**src/rtl/atm_session_driver.sv**
```systemverilog
// -----------------------------------------------------------------------------
// atm_session_driver
//   Initiator side of the ATM customer interface. Turns one host request
//   (PIN, opcode, amount) into the cycle-level card/password/opcode sequence
//   seen by the ATM core. It watches the ATM status flags and returns a
//   one-cycle response carrying status and balance. After a request with
//   req_more=1 the card stays inserted, so the next operation skips the
//   insert/authenticate phases.
//
// Parameters
//   TIMEOUT_CYCLES  cycles waited in AUTH, OPER, HOLD or EJECT before giving up
//   BAL_W           width of Current_Balance / rsp_balance
//
// Ports
//   clk, reset                  rising-edge clock, synchronous active-high reset
//   req_valid / req_ready       host request handshake
//   req_password, req_opcode,
//   req_amount, req_language,
//   req_more                    request fields, registered at accept
//   rsp_valid, rsp_status,
//   rsp_balance                 one-cycle response (status: 0 OK, 1 BAD_PIN,
//                               2 TIMEOUT, 3 BAD_OPCODE)
//   cardIn, Language, password,
//   opCode, inputAmount,
//   moneyDeposited, ejectCard,
//   Another_Operation           outputs driven to the ATM core
//   correctPassword, Input_Approved, Balance_Shown, Deposited_Successfully,
//   Withdrawed_Successfully, ATM_Usage_Finished, Current_Balance
//                               status inputs from the ATM core
// -----------------------------------------------------------------------------
module atm_session_driver #(
  parameter int TIMEOUT_CYCLES = 64,
  parameter int BAL_W          = 32
) (
  input  logic             clk,
  input  logic             reset,
  input  logic             req_valid,
  output logic             req_ready,
  input  logic [3:0]       req_password,
  input  logic [1:0]       req_opcode,
  input  logic [6:0]       req_amount,
  input  logic             req_language,
  input  logic             req_more,
  output logic             rsp_valid,
  output logic [1:0]       rsp_status,
  output logic [BAL_W-1:0] rsp_balance,
  output logic             cardIn,
  output logic             Language,
  output logic             moneyDeposited,
  output logic             ejectCard,
  output logic             Another_Operation,
  output logic [3:0]       password,
  output logic [1:0]       opCode,
  output logic [6:0]       inputAmount,
  input  logic             correctPassword,
  input  logic             Input_Approved,
  input  logic             Balance_Shown,
  input  logic             Deposited_Successfully,
  input  logic             Withdrawed_Successfully,
  input  logic             ATM_Usage_Finished,
  input  logic [BAL_W-1:0] Current_Balance
);

  localparam int CNT_W = (TIMEOUT_CYCLES > 1) ? $clog2(TIMEOUT_CYCLES) : 1;
  localparam logic [CNT_W-1:0] CNT_LAST = CNT_W'(TIMEOUT_CYCLES - 1);

  localparam logic [2:0] S_IDLE   = 3'd0;
  localparam logic [2:0] S_INSERT = 3'd1;
  localparam logic [2:0] S_AUTH   = 3'd2;
  localparam logic [2:0] S_OPER   = 3'd3;
  localparam logic [2:0] S_RESP   = 3'd4;
  localparam logic [2:0] S_HOLD   = 3'd5;
  localparam logic [2:0] S_EJECT  = 3'd6;

  localparam logic [1:0] ST_OK      = 2'd0;
  localparam logic [1:0] ST_BAD_PIN = 2'd1;
  localparam logic [1:0] ST_TIMEOUT = 2'd2;
  localparam logic [1:0] ST_BAD_OP  = 2'd3;

  localparam logic [1:0] OP_BAL = 2'b00;
  localparam logic [1:0] OP_WD  = 2'b01;
  localparam logic [1:0] OP_DEP = 2'b10;
  localparam logic [1:0] OP_ILL = 2'b11;

  logic [2:0]       r_state;
  logic [CNT_W-1:0] r_cnt;
  logic [3:0]       r_pw;
  logic             r_lang;
  logic [1:0]       r_op;
  logic [6:0]       r_amt;
  logic             r_more;
  logic             r_another;
  logic             r_rsp_valid;
  logic [1:0]       r_rsp_status;
  logic [BAL_W-1:0] r_rsp_balance;

  logic       w_ready;
  logic       w_accept;
  logic       w_legal;
  logic       w_timeout;
  logic       w_done_flag;
  logic       w_timed;
  logic [2:0] w_next;
  logic       w_ok;
  logic       w_fail;
  logic [1:0] w_fail_status;
  logic       w_bad_op;
  logic       w_cnt_clr;

  // Input_Approved is deliberately ignored: completion is judged only by the
  // per-opcode success flag.
  logic w_unused;
  assign w_unused = Input_Approved;

  // Readiness is masked during reset so the handshake output also reads 0.
  assign w_ready   = (r_state == S_IDLE) || (r_state == S_HOLD);
  assign req_ready = w_ready && !reset;
  assign w_accept  = req_valid && req_ready;
  assign w_legal   = (req_opcode != OP_ILL);
  assign w_timeout = (r_cnt == CNT_LAST);
  assign w_timed   = (r_state == S_AUTH) || (r_state == S_OPER) ||
                     (r_state == S_HOLD) || (r_state == S_EJECT);

  always_comb begin
    w_done_flag = 1'b0;
    case (r_op)
      OP_BAL:  w_done_flag = Balance_Shown;
      OP_WD:   w_done_flag = Withdrawed_Successfully;
      OP_DEP:  w_done_flag = Deposited_Successfully;
      default: w_done_flag = 1'b0;
    endcase
  end

  // Next state and response events. In every waiting state the event test
  // comes before the timeout test, so a coincident event wins.
  always_comb begin
    w_next        = r_state;
    w_ok          = 1'b0;
    w_fail        = 1'b0;
    w_fail_status = ST_BAD_PIN;
    w_bad_op      = 1'b0;
    case (r_state)
      S_IDLE: begin
        if (w_accept) begin
          if (w_legal) w_next = S_INSERT;
          else         w_bad_op = 1'b1;
        end
      end
      S_INSERT: w_next = S_AUTH;
      S_AUTH: begin
        if (correctPassword) begin
          w_next = S_OPER;
        end else if (w_timeout) begin
          w_next        = S_EJECT;
          w_fail        = 1'b1;
          w_fail_status = ST_BAD_PIN;
        end
      end
      S_OPER: begin
        if (w_done_flag) begin
          w_next = S_RESP;
          w_ok   = 1'b1;
        end else if (w_timeout) begin
          w_next        = S_EJECT;
          w_fail        = 1'b1;
          w_fail_status = ST_TIMEOUT;
        end
      end
      S_RESP: w_next = r_more ? S_HOLD : S_EJECT;
      S_HOLD: begin
        if (w_accept) begin
          if (w_legal) w_next = S_OPER;
          else         w_bad_op = 1'b1;
        end else if (w_timeout) begin
          w_next = S_EJECT;
        end
      end
      S_EJECT: begin
        if (ATM_Usage_Finished || w_timeout) w_next = S_IDLE;
      end
      default: w_next = S_IDLE;
    endcase
  end

  // An illegal request in HOLD keeps the state but restarts the hold timer.
  assign w_cnt_clr = (w_next != r_state) || w_bad_op;

  always_ff @(posedge clk) begin
    if (reset) begin
      r_state       <= S_IDLE;
      r_cnt         <= '0;
      r_pw          <= '0;
      r_lang        <= 1'b0;
      r_op          <= '0;
      r_amt         <= '0;
      r_more        <= 1'b0;
      r_another     <= 1'b0;
      r_rsp_valid   <= 1'b0;
      r_rsp_status  <= '0;
      r_rsp_balance <= '0;
    end else begin
      r_state     <= w_next;
      r_cnt       <= (w_cnt_clr || !w_timed) ? '0 : r_cnt + 1'b1;
      r_another   <= (r_state == S_HOLD) && w_accept && w_legal;
      r_rsp_valid <= w_ok || w_fail || w_bad_op;

      if (w_ok) begin
        r_rsp_status  <= ST_OK;
        r_rsp_balance <= Current_Balance;
      end else if (w_fail) begin
        r_rsp_status  <= w_fail_status;
        r_rsp_balance <= '0;
      end else if (w_bad_op) begin
        r_rsp_status  <= ST_BAD_OP;
        r_rsp_balance <= '0;
      end

      // Illegal requests leave every ATM-facing field untouched. The PIN and
      // language are only taken at a fresh insert; chained ops reuse them.
      if (w_accept && w_legal) begin
        r_op   <= req_opcode;
        r_amt  <= req_amount;
        r_more <= req_more;
        if (r_state == S_IDLE) begin
          r_pw   <= req_password;
          r_lang <= req_language;
        end
      end
    end
  end

  assign cardIn            = (r_state == S_INSERT) || (r_state == S_AUTH) ||
                             (r_state == S_OPER)   || (r_state == S_RESP) ||
                             (r_state == S_HOLD);
  assign password          = cardIn ? r_pw : 4'd0;
  assign Language          = cardIn && r_lang;
  assign opCode            = (r_state == S_OPER) ? r_op  : 2'd0;
  assign inputAmount       = (r_state == S_OPER) ? r_amt : 7'd0;
  assign moneyDeposited    = (r_state == S_OPER) && (r_op == OP_DEP);
  assign ejectCard         = (r_state == S_EJECT);
  assign Another_Operation = r_another;
  assign rsp_valid         = r_rsp_valid;
  assign rsp_status        = r_rsp_status;
  assign rsp_balance       = r_rsp_balance;

endmodule

```
**config.mk**
```make
export PLATFORM = sky130hd
export DESIGN_NAME = atm_session_driver
export DESIGN_NICKNAME = d
export VERILOG_FILES = /design/src/rtl/atm_session_driver.sv
export SDC_FILE = /design/constraint.sdc
export NUM_CORES = 1
export LEC_CHECK = 0
export CORE_ASPECT_RATIO = 0.8
export CORE_MARGIN = 3
export CORE_UTILIZATION = 40
export DETAILED_ROUTE_END_ITERATION = 12
export PLACE_DENSITY_LB_ADDON = 0.05
export SYNTH_ARGS = -nofsm -noshare
export SYNTH_HDL_FRONTEND = slang
export SYNTH_SLANG_ARGS = --single-unit
```
**constraint.sdc**
```tcl
create_clock -name clk -period 4.1 [get_ports clk]
set_input_delay 0.41 -clock clk [delete_from_list [all_inputs] [get_ports clk]]
set_output_delay 0.41 -clock clk [all_outputs]
set_load 0.05 [all_outputs]
```
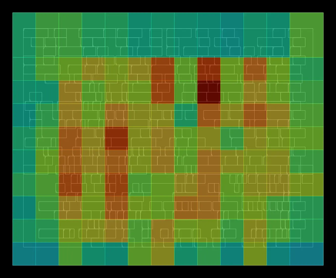
*Congestion heat map, run 1*
wire per inst: 15.0 um
grt peak-use layer: met2

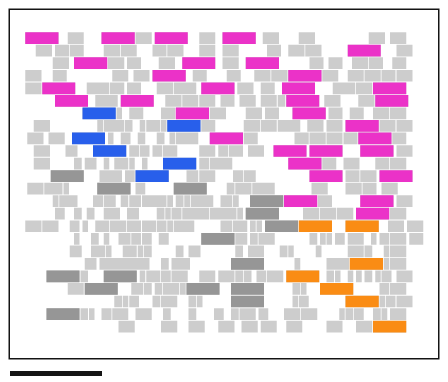
*Sequential cells grouped by signal name, run 1*
Scale bar: 20 um. Other sequential cells in the stronger grey, the rest of the logic in the fainter grey.
signal	colour	sequential cells
r_amt	orange	7
rsp_balance	magenta	32
r_cnt	blue	6
register area: 1200 um2
fraction of area in registers: 0.319
Seq group: 0.684 mW
Core Util, Final: 0.666

==> notes.md, run 1 <==
yosys + openroad results -> DRC viols 0, worst reg2reg endpoint rsp_balance[7]$_SDFFE_PP0P_, Top cells excl fill/tap 108 x clkdlybuf4s50_1, 60 x dfxtp_1, 32 x a22o_1, clock network power share 0.311, max-slew violations 0, Log Warnings 27, comb area leader AND-OR/OR-AND gates, max frequency 320 MHz, tap cell count 78, grt ovf 0, area leader, netlist dfxtp_1, IO Pins between 100 and 150, Max stage delay on crit path 0.84 ns, post_cts resized 0, Starting Density 0.427, Mapped Nets 310, arrival time at the worst endpoint 2.71 ns, flop count 60, WS Path Type reg -> out, routability cong. 0.786, largest net degree at the start of global routing 33, I/O Buffers 108, hold endpoint r_pw[1]$_SDFFE_PP0P_, Comb gate area 1120 um2, pre-CTS setup slack 1.32 ns, library cells used by synthesis 46, dpl cells 427, Hold Fails Final Rpt 0, root buffer cell clkbuf_8, hold depth 2, simple-gate share of the synthesized area 0.197, total power 1.71 mW, maximum vdd ir drop 0.359 mV, P_clk 0.532 mW, DRT Pass-1 Iters 5, met3 WL ~450 um, Layout area overhead 55.9%, critical path peak fanout 17, clk tree area frac 0.0539, sw power 0.570 mW, Post-synth EDFFs 0, xor/xnor share 0.0213, final hold slack between 0.4 and 0.5 ns, GR met3 Demand/Resource 0.0602, Final nets 417, ys cells 253, die width approximately 93 um, CP Cell Sequence and3b_1, and2_1, nor2b_1, clkdlybuf4s50_1, synthesis area per yosys 2410 um2, CTS Sinks 60, synthesized cell area 2410 um2, Synth Instances 253, Synth Flop Type dfxtp_1, max_cap viols 0, Top class by area registers, ant diodes 0, hold buffers post-CTS 0, drt total wl 6620 um, Signal buffers 113, Late-Pin Clk Latency between 0.3 and 0.4 ns, Largest type area fraction 0.498, Die H ~75 um, Detail Route met2 WL 2850 um, CLK BUF 12, Seq pwr share 0.400, dominant logic cell type in the layout clkdlybuf4s50_1, internal power 1.14 mW, CTS tree yes, Final non-clock buffer share 0.297, FF-to-FF path depth 6, asr flop ratio synth 0, aoi share 0.231, R2R Path Start r_state[1]$_SDFF_PP0_, Worst Setup SP r_state[1]$_SDFF_PP0_, Metal-1 WL between 3000 and 4000 um, WP data required roughly 3.7 ns, first-pass GRT wire length between 10,000 and 15,000 um, Leakage between 1 and 1.5 nW, outcome completed, Setup Skew 0.00435 ns, Routed Antenna Nets 0, register clock-pin slew on the reported worst setup and hold paths 0.07 ns, initial drt markers 81, mean post-synth cell area about 9.5 um2, Adder-Cell Fraction of Synth Area 0.00519, CTS Buf Count 9, RSZ-0062 raised after global routing false, Comb pwr share 0.289, CP endpoint moneyDeposited, hold crit path type reg -> reg, # fillers 500, synth warn 0, MI comb cells 171, top cells by area dfxtp_1 50%, a22o_1 12%, and2_1 4.4%, a21oi_1 3.9%, nand2_1 3.9%, number of flip-flops in the largest register 32, Area after DPL 3560 um2, met1 Use GR 0.257, vias per std cell 5.07
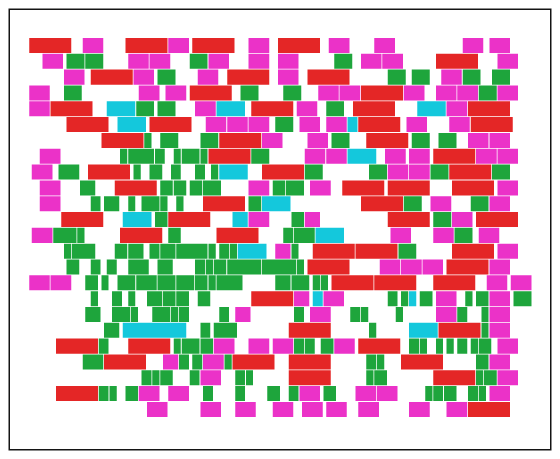
*Cell classes on the final placement, run 1*
class	colour	cells
remaining buffers and delay cells	magenta	113
registers	red	60
remaining logic cells	green	176
clock drivers and dummy loads	cyan	16
fin area: 3760 um2
cell row count: 24
Core Region: 5650 um2

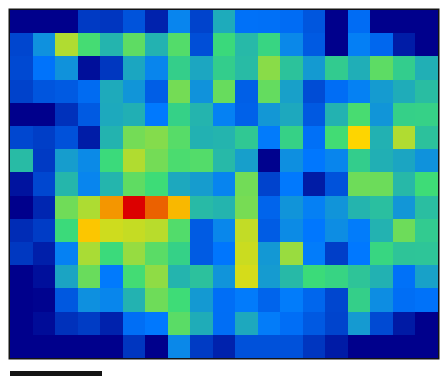
*Wire density map, run 1*
Scale bar: 20 um. The die is cut into 19 by 15 equal tiles; dark blue is low, red is high, scaled to the fullest tile. Values are wire area over tile area, all layers added.
fullest tile	0.48
nearly empty tiles	9.8%
tiles over half the peak	18%
mean over tiles	0.15
via total after detailed routing: 2,248
GRT Overall Usage: 0.185

==> run 2: changes to the inputs <==
==> constraint.sdc (replaced) <==
create_clock -name clk -period 3.05 [get_ports clk]
set_input_delay 0.305 -clock clk [delete_from_list [all_inputs] [get_ports clk]]
set_output_delay 0.305 -clock clk [all_outputs]
set_load 0.05 [all_outputs]
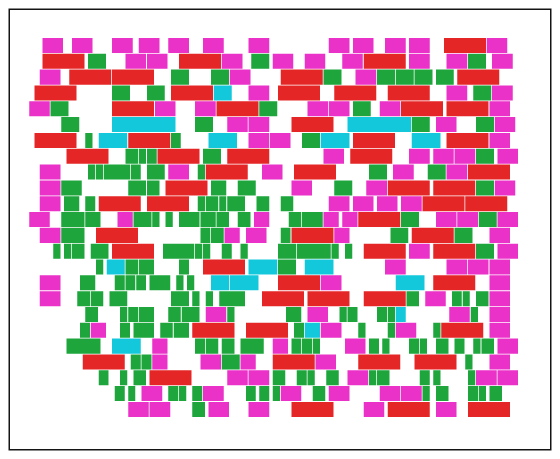
*Cell classes on the final placement, run 2*
class	colour	cells
clock drivers and dummy loads	cyan	16
remaining buffers and delay cells	magenta	119
remaining logic cells	green	176
registers	red	60
Core Util, Final: 0.678
fraction of area in registers: 0.314
fin area: 3830 um2

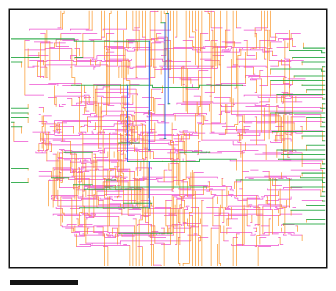
*Signal wires by layer, run 2*
Scale bar: 20 um.
layer	colour	wire length
M4	blue	129 um
M2	orange	2,990 um
M3	green	578 um
M1	magenta	3,030 um
drt total wl: 6720 um
wire per inst: 15.0 um
via total after detailed routing: 2,287
GRT Overall Usage: 0.193

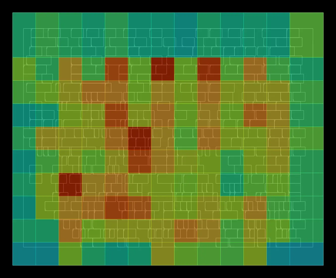
*Congestion heat map, run 2*
met1 Use GR: 0.262
grt met2 use: 0.287
GR met3 Demand/Resource: 0.0721

==> notes.md, run 2 <==
yosys + openroad results -> initial antenna violation count 0, CTS Sinks 60 (unchanged), Comb pwr share 0.304 (+0.015), critical path peak fanout 15 (-2), Die H 75.5 um (unchanged), met3 WL 578 um (+28%), Starting Density 0.427 (unchanged), hold endpoint r_amt[3]$_SDFFE_PP0P_, comb area leader AND-OR/OR-AND gates, CP endpoint password[0], htree depth 3, Adder-Cell Fraction of Synth Area 0.00519 (unchanged), Final non-clock buffer share 0.304 (+0.00672), Top cells excl fill/tap 108 x clkdlybuf4s50_1, 60 x dfxtp_1, 32 x a22o_1, Slew @ Worst Pin between 0.5 and 0.6 ns, grt ovf 0 (unchanged), maximum vdd ir drop 0.435 mV (+21%), Final nets 423 (+1.4%), Routed Antenna Nets 0 (unchanged), clk tree area frac 0.0582 (+0.00432), endpoint class of the critical path output port, R2R Path Start r_state[2]$_SDFF_PP0_, Log Warnings 27 (unchanged), synthesized cell area 2410 um2 (unchanged), die width 92.8 um (unchanged), asr flop ratio synth 0 (unchanged), Post-synth EDFFs 0 (unchanged), first-pass GRT wire length 10,400 um (+3.4%), top cells by area dfxtp_1 50%, a22o_1 12%, and2_1 4.4%, a21oi_1 3.9%, nand2_1 3.9%, IO Pins 110 (unchanged), max_cap viols 0 (unchanged), worst reg2reg endpoint r_cnt[2]$_SDFF_PP0_, top sig layer met4, register area 1200 um2 (unchanged), CTS tree yes, Hold Fails Final Rpt 0 (unchanged), max frequency 362 MHz, Seq group 0.881 mW (+29%), Worst Setup SP r_state[2]$_SDFF_PP0_, Area after DPL 3600 um2 (+1.3%), synthesis area per yosys 2410 um2 (unchanged), MI comb cells 171 (unchanged), P_clk 0.789 mW (+48%), DRC viols 0 (unchanged), root buffer cell clkbuf_8, Synth Flop Type dfxtp_1, xor/xnor share 0.0213 (unchanged), area leader, netlist dfxtp_1, flop count 60 (unchanged), WS Path Type reg -> out, CLK BUF 9 (-3), max-slew violations 0 (unchanged), Setup WS post-layout 0.286 ns, Late-Pin Clk Latency 0.34 ns (about the same), simple-gate share of the synthesized area 0.197 (unchanged), vias per std cell 5.09 (+0.38%), Synth Seq Share 0.498, tap cell count 78 (unchanged), RSZ-0062 raised after global routing false, Metal-1 WL 3030 um (-6.4%), Layout area overhead 58.6%, ant diodes 0 (unchanged), library cells used by synthesis 46 (unchanged), internal power 1.60 mW (+40%), Detail Route met2 WL 2990 um (+4.7%), clock network power share 0.329 (+0.018), Signal buffers 119 (+5.3%), routability cong. 0.834 (+6.1%), outcome completed, Yosys reg bits 60, FF-to-FF path depth 6 (unchanged), final hold slack 0.451 ns (-0.000153 ns), Comb gate area 1120 um2 (unchanged), Mux cell area share 0.00830, Setup Skew 0.00863 ns (+0.00428 ns), Seq pwr share 0.367 (-0.033), hold depth 2 (unchanged), Mapped Nets 310 (unchanged), number of flip-flops in the largest register 32 (unchanged), total power 2.40 mW (+40%), # fillers 483 (-3.4%), post_cts resized 0 (unchanged), Largest type area fraction 0.498 (unchanged), hold buffers post-CTS 0 (unchanged), dominant logic cell type in the layout clkdlybuf4s50_1, Synth Instances 253 (unchanged), I/O Buffers 108 (unchanged), Top class by area registers, largest net degree at the start of global routing 33 (unchanged), CTS Buf Count 9 (unchanged), ys cells 253 (unchanged), cell row count 24 (unchanged), sw power 0.802 mW (+41%), CP Cell Sequence nor3_1, a21oi_1, and2_1, clkdlybuf4s50_1, arrival time at the worst endpoint 2.46 ns (-0.25 ns), hold crit path type reg -> reg, grt peak-use layer met2, register clock-pin slew on the reported worst setup and hold paths 0.07 ns (about the same), pre-CTS setup slack 0.659 ns (-0.663 ns), mean post-synth cell area 9.53 um2 (unchanged), Max stage delay on crit path 0.80 ns (-0.04 ns), synth warn 0 (unchanged), Leakage 1.43 nW (+2.8%), Core Region 5650 um2 (unchanged), DRT Pass-1 Iters 4 (-1), aoi share 0.231 (unchanged), WP data required 2.74 ns (-0.95 ns), initial drt markers 115 (+42%), dpl cells 433 (+1.4%)
No activity file was given, so power comes from the tool's default toggle rates.
